### Port wiring, run 1

Drawn at 4 px/um.
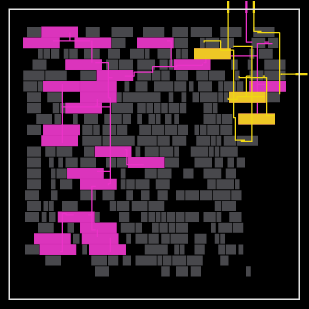
### Placement by cell class, run 1

Drawn at 4 px/um.
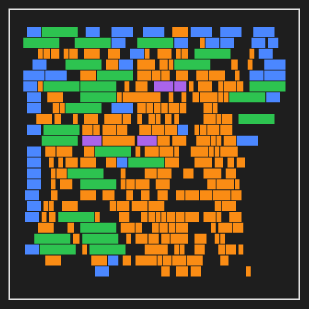
### Cell outlines without signal wires, run 1

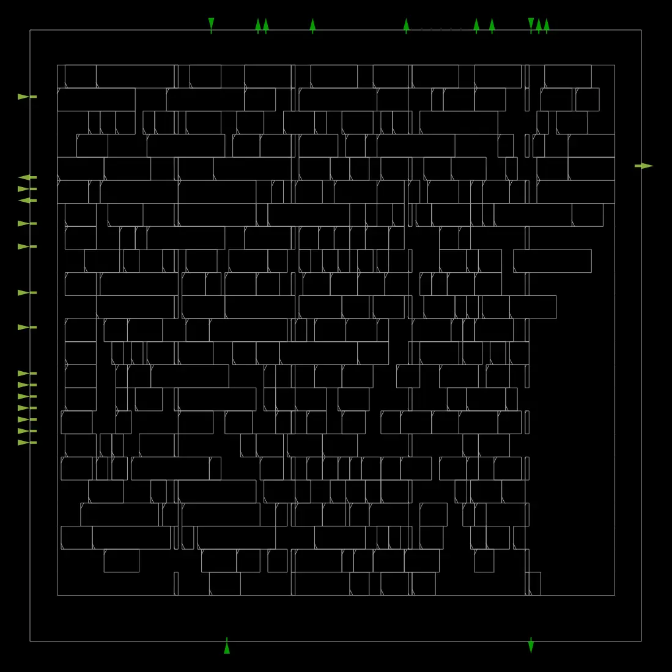
File: config.mk
export PLATFORM = sky130hd
export DESIGN_NAME = int2float_pipe_flat
export DESIGN_NICKNAME = d
export VERILOG_FILES = /design/src/rtl/int2float_pipe_if.sv /design/src/rtl/int2float_pipe.sv /design/src/flat_wrapper.sv
export SDC_FILE = /design/constraint.sdc
export NUM_CORES = 1
export LEC_CHECK = 0
export ABC_CLOCK_PERIOD_IN_PS = 5400
export CAP_MARGIN = 40
export CORE_MARGIN = 3
export CORE_UTILIZATION = 50
export CTS_CLUSTER_SIZE = 10
export DETAILED_ROUTE_END_ITERATION = 12
export PLACE_DENSITY = 0.73
export SYNTH_ARGS = -nofsm -noshare
export SYNTH_HDL_FRONTEND = slang
export SYNTH_SLANG_ARGS = --single-unit
File: constraint.sdc
create_clock -name clk -period 5.4 [get_ports clk]
set_input_delay 0.54 -clock clk [delete_from_list [all_inputs] [get_ports clk]]
set_output_delay 0.54 -clock clk [all_outputs]
set_load 0.1 [all_outputs]
File: src/rtl/int2float_pipe_if.sv
// Stream bundle for the integer-to-minifloat converter: one integer word in,
// one {sign, exponent, mantissa} result plus status flags out.
interface int2float_pipe_if #(
    parameter int IN_W  = 11,
    parameter int MAN_W = 4,
    parameter int EXP_W = 3
);
    logic             in_valid;
    logic             in_ready;
    logic [IN_W-1:0]  in_data;
    logic             in_rne;
    logic             out_valid;
    logic             out_ready;
    logic             out_sign;
    logic [EXP_W-1:0] out_exp;
    logic [MAN_W-1:0] out_man;
    logic             out_inexact;
    logic             out_ovf;

    modport master (
        output in_valid, in_data, in_rne, out_ready,
        input  in_ready, out_valid, out_sign, out_exp, out_man, out_inexact, out_ovf
    );

    modport slave (
        input  in_valid, in_data, in_rne, out_ready,
        output in_ready, out_valid, out_sign, out_exp, out_man, out_inexact, out_ovf
    );
endinterface

File: src/rtl/int2float_pipe.sv
// Two-stage integer-to-minifloat converter: stage 1 takes the magnitude and
// leading-one position, stage 2 encodes, rounds and saturates.
module int2float_pipe #(
    parameter int IN_W   = 11,
    parameter int MAN_W  = 4,
    parameter int EXP_W  = 3,
    parameter int SIGNED = 0
) (
    input  logic           clk,
    input  logic           rst_n,
    int2float_pipe_if.slave bus
);
    localparam int PW     = $clog2(IN_W);
    localparam int EW1    = EXP_W + 1;
    localparam int MW1    = MAN_W + 1;
    localparam int STAGES = 2;

    if (IN_W < MAN_W + 2) begin : g_bad_in_w
        $error("int2float_pipe: IN_W must be at least MAN_W+2");
    end
    if ((1 << EXP_W) - 1 < IN_W - MAN_W) begin : g_bad_exp_w
        $error("int2float_pipe: EXP_W too narrow for IN_W-MAN_W");
    end

    typedef struct packed {
        logic [IN_W-1:0] mag;
        logic [PW-1:0]   pos;
        logic            sign;
        logic            rne;
    } s1_t;

    typedef struct packed {
        logic             sign;
        logic [EXP_W-1:0] exp;
        logic [MAN_W-1:0] man;
        logic             inexact;
        logic             ovf;
    } res_t;

    logic            en;
    logic [STAGES:1] vld_pipe;
    logic            neg;
    s1_t             s1_d, s1_q;
    res_t            res_d, res_q;

    logic [PW-1:0]   shamt;
    logic [IN_W-1:0] lowmask;
    logic [MAN_W-1:0] man;
    logic [MW1-1:0]  man_sum;
    logic [EW1-1:0]  e_full;
    logic            g, st, rup;

    // A single stall signal freezes every stage, so held outputs stay put.
    assign en            = ~vld_pipe[STAGES] | bus.out_ready;
    assign bus.in_ready  = en;
    assign bus.out_valid = vld_pipe[STAGES];
    assign bus.out_sign    = res_q.sign;
    assign bus.out_exp     = res_q.exp;
    assign bus.out_man     = res_q.man;
    assign bus.out_inexact = res_q.inexact;
    assign bus.out_ovf     = res_q.ovf;

    always_comb begin
        neg        = (SIGNED != 0) && bus.in_data[IN_W-1];
        s1_d.sign  = neg;
        s1_d.rne   = bus.in_rne;
        // IN_W-bit negate maps -2^(IN_W-1) onto its unsigned magnitude.
        s1_d.mag   = neg ? (~bus.in_data + IN_W'(1)) : bus.in_data;
        s1_d.pos   = '0;
        for (int i = 0; i < IN_W; i++) begin
            if (s1_d.mag[i]) s1_d.pos = PW'(i);
        end
    end

    always_comb begin
        shamt   = '0;
        lowmask = '0;
        g       = 1'b0;
        st      = 1'b0;
        e_full  = '0;
        man     = s1_q.mag[MAN_W-1:0];
        if (|s1_q.mag[IN_W-1:MAN_W]) begin
            shamt   = s1_q.pos - PW'(MAN_W);
            lowmask = (IN_W'(1) << shamt) - IN_W'(1);
            man     = MAN_W'(s1_q.mag >> shamt);
            e_full  = EW1'(shamt) + EW1'(1);
            // Guard is the top discarded bit, sticky everything below it.
            g       = |(s1_q.mag & lowmask & ~(lowmask >> 1));
            st      = |(s1_q.mag & (lowmask >> 1));
        end
        rup     = s1_q.rne & g & (st | man[0]);
        man_sum = {1'b0, man} + MW1'(rup);
        if (man_sum[MAN_W]) e_full = e_full + EW1'(1);

        res_d.sign    = s1_q.sign;
        res_d.exp     = e_full[EXP_W-1:0];
        res_d.man     = man_sum[MAN_W-1:0];
        res_d.inexact = g | st;
        res_d.ovf     = 1'b0;
        if (e_full[EXP_W]) begin
            res_d.exp     = '1;
            res_d.man     = '1;
            res_d.inexact = 1'b1;
            res_d.ovf     = 1'b1;
        end
    end

    always_ff @(posedge clk or negedge rst_n) begin
        if (!rst_n) begin
            vld_pipe <= '0;
            s1_q     <= '0;
            res_q    <= '0;
        end else if (en) begin
            vld_pipe <= {vld_pipe[STAGES-1:1], bus.in_valid};
            if (bus.in_valid) s1_q  <= s1_d;
            if (vld_pipe[1])  res_q <= res_d;
        end
    end
endmodule

File: src/flat_wrapper.sv
// flat-port wrapper written by rule: the top's interface ports become plain ports
module int2float_pipe_flat 
#(
    parameter int IN_W   = 11,
    parameter int MAN_W  = 4,
    parameter int EXP_W  = 3,
    parameter int SIGNED = 0
)
  (clk, rst_n, bus_in_valid, bus_in_data, bus_in_rne, bus_out_ready, bus_in_ready, bus_out_valid, bus_out_sign, bus_out_exp, bus_out_man, bus_out_inexact, bus_out_ovf);
  int2float_pipe_if #(.IN_W(IN_W), .MAN_W(MAN_W), .EXP_W(EXP_W)) bus_i ();
  input  logic clk;
  input  logic rst_n;
  input wire logic [$bits(bus_i.in_valid)-1:0] bus_in_valid;
  input wire logic [$bits(bus_i.in_data)-1:0] bus_in_data;
  input wire logic [$bits(bus_i.in_rne)-1:0] bus_in_rne;
  input wire logic [$bits(bus_i.out_ready)-1:0] bus_out_ready;
  output wire logic [$bits(bus_i.in_ready)-1:0] bus_in_ready;
  output wire logic [$bits(bus_i.out_valid)-1:0] bus_out_valid;
  output wire logic [$bits(bus_i.out_sign)-1:0] bus_out_sign;
  output wire logic [$bits(bus_i.out_exp)-1:0] bus_out_exp;
  output wire logic [$bits(bus_i.out_man)-1:0] bus_out_man;
  output wire logic [$bits(bus_i.out_inexact)-1:0] bus_out_inexact;
  output wire logic [$bits(bus_i.out_ovf)-1:0] bus_out_ovf;
  assign bus_i.in_valid = bus_in_valid;
  assign bus_i.in_data = bus_in_data;
  assign bus_i.in_rne = bus_in_rne;
  assign bus_i.out_ready = bus_out_ready;
  assign bus_in_ready = bus_i.in_ready;
  assign bus_out_valid = bus_i.out_valid;
  assign bus_out_sign = bus_i.out_sign;
  assign bus_out_exp = bus_i.out_exp;
  assign bus_out_man = bus_i.out_man;
  assign bus_out_inexact = bus_i.out_inexact;
  assign bus_out_ovf = bus_i.out_ovf;
  int2float_pipe #(.IN_W(IN_W), .MAN_W(MAN_W), .EXP_W(EXP_W), .SIGNED(SIGNED)) u_core (.clk(clk), .rst_n(rst_n), .bus(bus_i));
endmodule
==> notes.md, run 1 <==
Implementation summary

The run finished with clean final reports. For this run, the leading register cell type out of synthesis is sky130_fd_sc_hd__dfrtp_1. The final layout contains routed wiring with a total length of 5160 um. The path class of the tightest hold or removal check is register to register. The measured slew at the worst slew-check pin is roughly 0.69 ns. The total met2 wirelength after detailed routing is 2500 um. The top-area cell type share of the netlist area is 0.309.

The critical path depth is 18. The via-per-instance ratio is between 6 and 7. The number of setup buffers added after CTS is 0. For reference, the critical path cell chain is inv_1 -> ha_1 -> nand2_1 -> ha_1 -> nand2b_1 -> or3_1 -> a32o_1 -> mux2_2 -> or4_4 -> o311ai_4 -> nor2_2 -> ha_1 -> inv_1 -> a2111o_1 -> o221a_2 -> inv_1 -> o32a_1 -> o311a_1. The final-report hold violation count is 0. The main area contributors are sky130_fd_sc_hd__dfrtp_1 31%, sky130_fd_sc_hd__mux2_2 6.2%, sky130_fd_sc_hd__ha_1 5.1%.

The number of max-slew violations in the final report is 0. The simple-gate area share of the yosys netlist is 0.204. The flow measured a signed area growth from synthesis to layout of 22.3%. Per the STA report, the cell with the highest stage delay on the worst path is sky130_fd_sc_hd__dfrtp_1. The number of antenna diodes in the final layout is 0. The number of buffers inserted during clock tree synthesis is 3. Setup repair after global routing left no endpoint under its margin.

Of the total power, the share spent switching nets is 0.480. Per the synthesis report, the AND-OR/OR-AND share of the synthesized area is 0.217. The wire length of the first global-routing pass is ~8900 um. The reg-to-reg setup timing slack is 0.56 ns. The overall track demand over capacity in global routing is 0.216. Together, buffers and inverters on the worst path number 3. The power report attributes to the sequential group a share of 0.272. The final cycle utilization of the critical path is 0.896. In the final run the clock tree shows a worst skew of 0.00393 ns. Looking at the clock tree report, the maximum root-to-sink buffer count equals 2. The synthesis run identifies the leading combinational cell family as AND-OR/OR-AND gates.

The script logs the mean routed wire length per placed instance as roughly 16 um. The shortest period the worst path allows is slightly below 5 ns. STA classifies the critical path endpoint as a register.

The synthesis report lists the Yosys warning total as 0. After synthesis, the share of cell area in mux cells is 0.122. The total negative slack for setup checks is 0 ns. Leaving out fill and tap cells, the most frequent cells in the layout are 29 x sky130_fd_sc_hd__nor2_1, 27 x sky130_fd_sc_hd__dfrtp_1, 26 x sky130_fd_sc_hd__clkdlybuf4s50_1, 15 x sky130_fd_sc_hd__nand2_1. The final timing report gives a worst setup slack of between 0.5 and 0.6 ns. The detailed router placed slightly below 2000 vias in this run. The count of instantiated cells in the yosys netlist is about 240. Per the post-CTS timing run, clock transition at the registers of the reported paths is 0.10 ns. The synthesized netlist occupies a cell area of approximately 2200 um^2. The total DRC errors in the routed layout is 0. Across the VDD grid, the largest voltage drop is 0.264 mV. After its last routability iteration, the placer logged a weighted congestion of around 0.93. Of the cells placed in the final design, the portion with a size suffix greater than 1 is 0.154.
About 'Port wiring':
- `bus_out_exp`: yellow (bits 3; direction output; edge 2 north, 1 east; end cells 3; wire 144 um)
- `rst_n`: magenta (bits 1; direction input; edge north; end cells 27; wire 200 um)
total of buffers placed on input and output ports: 26
number of top-level pins: 28

About 'Placement by cell class':
- all other logic: orange (cells 200; share of their area 55%)
- clock drivers and dummy loads: purple (cells 4; share of their area 1.9%)
- other buffers and delay cells: blue (cells 41; share of their area 17%)
- flops: green (cells 27; share of their area 26%)
Finished Core Util: 0.650
row cnt: 23
Core Area: 4120 um^2
register fraction of the total cell area: 0.253
cell area after layout: 2680 um^2

About 'Cell outlines without signal wires':
number of standard cells in the final layout excluding fillers: 322
flip-flops: 27
final-layout fill cell count: 354

-- run 1: registers in the layout (all words and copies together), names as in the netlist --
signal and flops:
u_core.bus.out_exp 3, u_core.bus.out_inexact 1, u_core.vld_pipe 2, u_core.bus.out_man 4, u_core.bus.out_ovf 1, u_core.s1_q 16
-- run 1: power groups by stage --
| stage | sequential, mW | combinational (mW) | clock [mW] |
|---|---|---|---|
| after floorplan | 0.476 | 0.287 | 0 |
| after global placement | 0.305 | 0.593 | 0 |
| after detailed placement | 0.307 | 0.685 | 0 |
| after CTS | 0.303 | 0.689 | 0.125 |
| after global routing | 0.312 | 0.730 | 0.134 |
| final | 0.303 | 0.687 | 0.126 |
-- run 1: synth_stat cells (3+ instances only) --
cell type and n:
sky130_fd_sc_hd__a211oi_1 3, sky130_fd_sc_hd__a21oi_1 12, sky130_fd_sc_hd__and2_1 5, sky130_fd_sc_hd__buf_2 7, sky130_fd_sc_hd__clkbuf_1 4, sky130_fd_sc_hd__dfrtp_1 27, sky130_fd_sc_hd__ha_1 9, sky130_fd_sc_hd__inv_1 11
sky130_fd_sc_hd__mux2_2 12, sky130_fd_sc_hd__mux2i_1 11, sky130_fd_sc_hd__nand2_1 15, sky130_fd_sc_hd__nand2b_1 4, sky130_fd_sc_hd__nand3_1 6, sky130_fd_sc_hd__nand3b_1 4, sky130_fd_sc_hd__nor2_1 29, sky130_fd_sc_hd__nor3_1 3
sky130_fd_sc_hd__o21ai_0 7, sky130_fd_sc_hd__o221ai_1 6, sky130_fd_sc_hd__xnor2_1 5, sky130_fd_sc_hd__xor2_1 3
-- run 1: how the worst min path moves through the flow --
stage                  startpoint                    end  slack [ns]  depth (start not counted)
5_1_grt        u_core.vld_pipe[1]     u_core.vld_pipe[2]        0.53                          2
4_1_cts        u_core.vld_pipe[1]     u_core.vld_pipe[2]        0.48                          2
2_1_floorplan               rst_n  u_core.bus.out_exp[0]        0.24                          0
3_5_place_dp   u_core.vld_pipe[1]     u_core.vld_pipe[2]        0.45                          2
6_report       u_core.vld_pipe[1]     u_core.vld_pipe[2]        0.48                          2
3_3_place_gp   u_core.vld_pipe[1]     u_core.vld_pipe[2]        0.45                          2
-- run 1: metal layers --
layer | vias up | GRT usage
met1 | 948 | 0.292
met3 | 6 | 0.0416
li1 | 955 | -
met2 | 52 | 0.351
met4 | 0 | 0.0626
met5 | - | 0
-- run 1: layout make-up --
type / count / area (um^2) / area share
clock inverter: 1 / 8.76 / 0.00327
inverter: 11 / 41.3 / 0.0154
multi-input combinational: 189 / 1390 / 0.520
sequential: 27 / 676 / 0.253
timing repair buffer: 41 / 455 / 0.170
clock buffer: 3 / 41.3 / 0.0154
tap: 50 / 62.6 / 0.0234
-- run 1: cells by family after synthesis --
kind of cell | after synthesis
compound gates | 60
xor+xnor | 9
fa+ha+maj | 9
buf+inv | 26
flops | 27
mux | 24
other cells | 1
simple gates | 86
==> run 1 -> run 2 <==
--- a/config.mk
+++ b/config.mk
@@ -12,6 +12,7 @@
 export CTS_CLUSTER_SIZE = 10
 export DETAILED_ROUTE_END_ITERATION = 12
 export PLACE_DENSITY = 0.73
+export SLEW_MARGIN = 0
 export SYNTH_ARGS = -nofsm -noshare
 export SYNTH_HDL_FRONTEND = slang
 export SYNTH_SLANG_ARGS = --single-unit
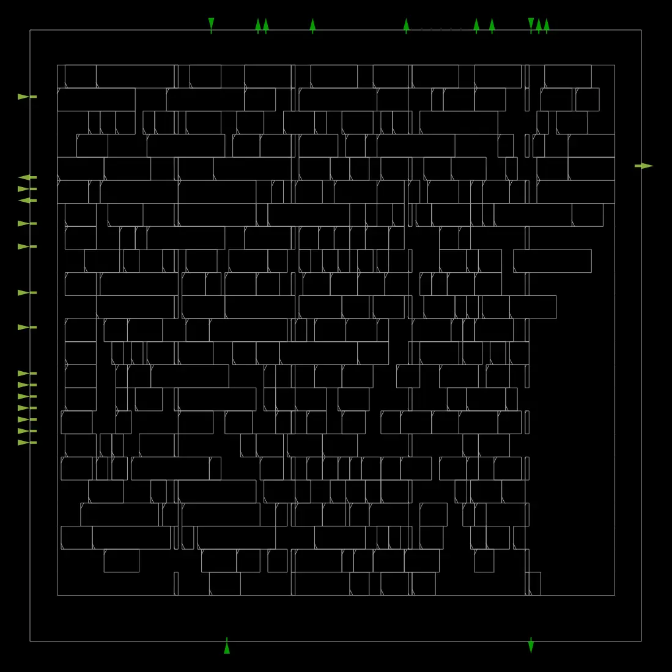
*Cell outlines without signal wires, run 2*
n_taps: 50

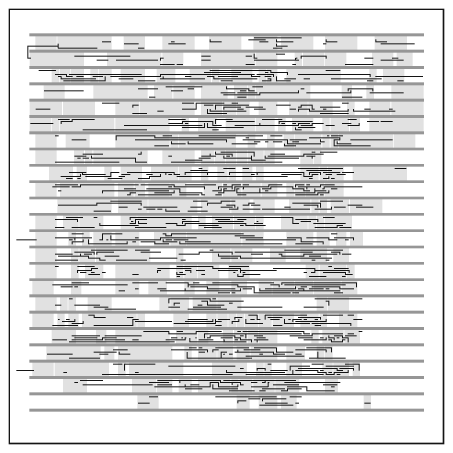
*M1 wires, run 2*
Drawn at 6 px/um. Supply wires on this layer in gray.
- nets with wire on the layer: 263
- main direction: horizontal
- wire length on this layer: 2330 um
- longest straight run: 27.1 um
Global Route met1 Usage: 0.292
DR vias: 1961
WL final: 5160 um

==> run 2 against run 1 <==
Compared with the run above:
- fmax unchanged
- clock power is essentially flat
- largest power group unchanged
- worst setup slack did not move
- flip-flop count unchanged
- wire length stayed put
==> notes.md, run 2 <==
Implementation summary

The flow ran to the end, and the final reports show no timing, DRC or antenna violations. The number of buffers inserted during clock tree synthesis is 3 (unchanged). The number of flip-flops under the largest register name was 16 (unchanged). The most used flip-flop cell after synthesis is sky130_fd_sc_hd__dfrtp_1.

Setup repair after global routing left no endpoint under its margin. The number of primary I/O pins is 28 (unchanged). The number of max-slew violations in the final report was 0 (unchanged). The shortest period the worst path allows is 4.84 ns (unchanged). The routed length per instance is 16.0 um (unchanged). The placer congestion estimate was 0.934 (unchanged). The count of antenna diodes in the layout came to 0 (unchanged). The total DRC errors in the routed layout is 0 (unchanged). The placeable core area was 4120 um^2 (unchanged). The worst hold path belongs to the class register to register. The total negative slack for setup checks came to 0 ns (unchanged). The number of placement rows is 23 (unchanged). The top-area cell type share of the netlist area is 0.309 (unchanged). The worst IR drop on VDD is 0.264 mV (unchanged). The share of post-route cells with drive strength above 1 is 0.154 (unchanged). The measured slew at the worst slew-check pin was 0.691 ns (unchanged). The count of non-filler cells in the finished layout came to 322 (unchanged). The count of instantiated cells in the yosys netlist is 242 (unchanged). The overall track demand over capacity in global routing was 0.216 (unchanged). The fraction of met3 tracks used by global routing is 0.0416 (unchanged). The clock transition time at the flip-flop clock pins of the worst setup and hold paths came to 0.10 ns (about the same).

The reg-to-reg setup timing slack is 0.56 ns (about the same). The type of element capturing the critical path is a register. The layer flagged by global routing as most heavily used is met2. The share of the core filled with cells is 0.650 (unchanged). The number of buffers on the longest clock path came to 2 (unchanged). For the worst reg-to-reg path, the endpoint reported by OpenROAD is u_core.bus.out_man[3]. The top cell types in the final layout, fill and taps aside, are 29 x sky130_fd_sc_hd__nor2_1, 27 x sky130_fd_sc_hd__dfrtp_1, 26 x sky130_fd_sc_hd__clkdlybuf4s50_1, 15 x sky130_fd_sc_hd__nand2_1. The final cycle utilization of the critical path is 0.896 (unchanged). The final-report hold violation count is 0 (unchanged). The smallest setup slack after layout is 0.561 ns (unchanged).

The most frequently used cell type in the post-synthesis netlist is sky130_fd_sc_hd__nor2_1. The yosys synthesis warning count is 0 (unchanged). The wire length of the first global-routing pass is 8940 um (unchanged).

The synthesis report lists the most area-consuming cells as sky130_fd_sc_hd__dfrtp_1 31%, sky130_fd_sc_hd__mux2_2 6.2%, sky130_fd_sc_hd__ha_1 5.1%. The number of setup buffers added after CTS came to 0 (unchanged). The signed area change from the synthesized netlist to the final layout is 22.3% (unchanged).

The part of the total power dissipated in sequential elements is 0.272 (about the same). The final instance area is 2680 um^2 (unchanged). Counting instances in the post-synthesis netlist gives the leading cell types as 29 x sky130_fd_sc_hd__nor2_1, 27 x sky130_fd_sc_hd__dfrtp_1, 15 x sky130_fd_sc_hd__nand2_1.
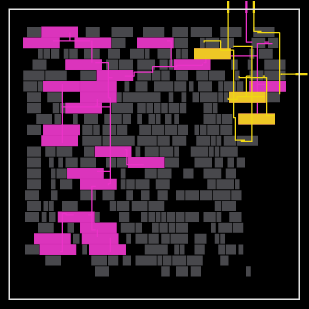
*Port wiring, run 2*
Drawn at 4 px/um.

## run 2: cell counts in the layout (fill, tap and decap cells not counted)
Identical to the previous run, type by type.
## run 2: final cells by class
cell class / instances / area [um^2]
inverter: 11 / 41.3
clock inverter: 1 / 8.76
multi-input combinational: 189 / 1390
sequential: 27 / 676
timing repair buffer: 41 / 455
tap: 50 / 62.6
fill: 354 / 1440
clock buffer: 3 / 41.3
## run 2: cells by family (layout without fill, tap and decap cells)
family	after synthesis	in the layout	share of synthesized area
simple gates	86	86	0.204
compound gates	60	60	0.217
flops	27	27	0.309
buf+inv	26	56	0.0555
mux	24	24	0.122
fa+ha+maj	9	9	0.0515
xor+xnor	9	9	0.0395
other cells	1	1	0.00171
## run 2: layer usage
metal | wire length (um) | share of wire | vias up
li1 | - | - | 955
met1 | 2330 | 0.45 | 948
met2 | 2500 | 0.48 | 52
met3 | 272 | 0.053 | 6
met4 | 58 | 0.011 | 0
met5 | 0 | 0 | -
## run 2: how the worst min path moves through the flow
stage | slack (ns) | start | to | cells after the start
after CTS | 0.48 | u_core.vld_pipe[1] | u_core.vld_pipe[2] | 2
after detailed placement | 0.45 | u_core.vld_pipe[1] | u_core.vld_pipe[2] | 2
after global routing | 0.53 | u_core.vld_pipe[1] | u_core.vld_pipe[2] | 2
after floorplan | 0.24 | rst_n | u_core.bus.out_exp[0] | 0
final | 0.48 | u_core.vld_pipe[1] | u_core.vld_pipe[2] | 2
after global placement | 0.45 | u_core.vld_pipe[1] | u_core.vld_pipe[2] | 2
## run 2: critical path, stage by stage, from the launching register on
cell and delay, ns:
sky130_fd_sc_hd__dfrtp_1 0.61, sky130_fd_sc_hd__inv_1 0.16, sky130_fd_sc_hd__ha_1 0.37, sky130_fd_sc_hd__nand2_1 0.13
sky130_fd_sc_hd__ha_1 0.26, sky130_fd_sc_hd__nand2b_1 0.09, sky130_fd_sc_hd__or3_1 0.30, sky130_fd_sc_hd__a32o_1 0.29
sky130_fd_sc_hd__mux2_2 0.27, sky130_fd_sc_hd__or4_4 0.45, sky130_fd_sc_hd__o311ai_4 0.36, sky130_fd_sc_hd__nor2_2 0.07
sky130_fd_sc_hd__ha_1 0.21, sky130_fd_sc_hd__inv_1 0.06, sky130_fd_sc_hd__a2111o_1 0.18, sky130_fd_sc_hd__o221a_2 0.33
sky130_fd_sc_hd__inv_1 0.12, sky130_fd_sc_hd__o32a_1 0.34, sky130_fd_sc_hd__o311a_1 0.11
## run 2: power by group through the flow
stage	Sequential (mW)	Clock [mW]	Combinational (mW)
2_1_floorplan	0.476	0	0.287
3_3_place_gp	0.305	0	0.593
3_5_place_dp	0.307	0	0.685
4_1_cts	0.303	0.125	0.689
5_1_grt	0.312	0.134	0.730
6_report	0.303	0.126	0.687
Power is estimated from default activity; no workload was simulated.
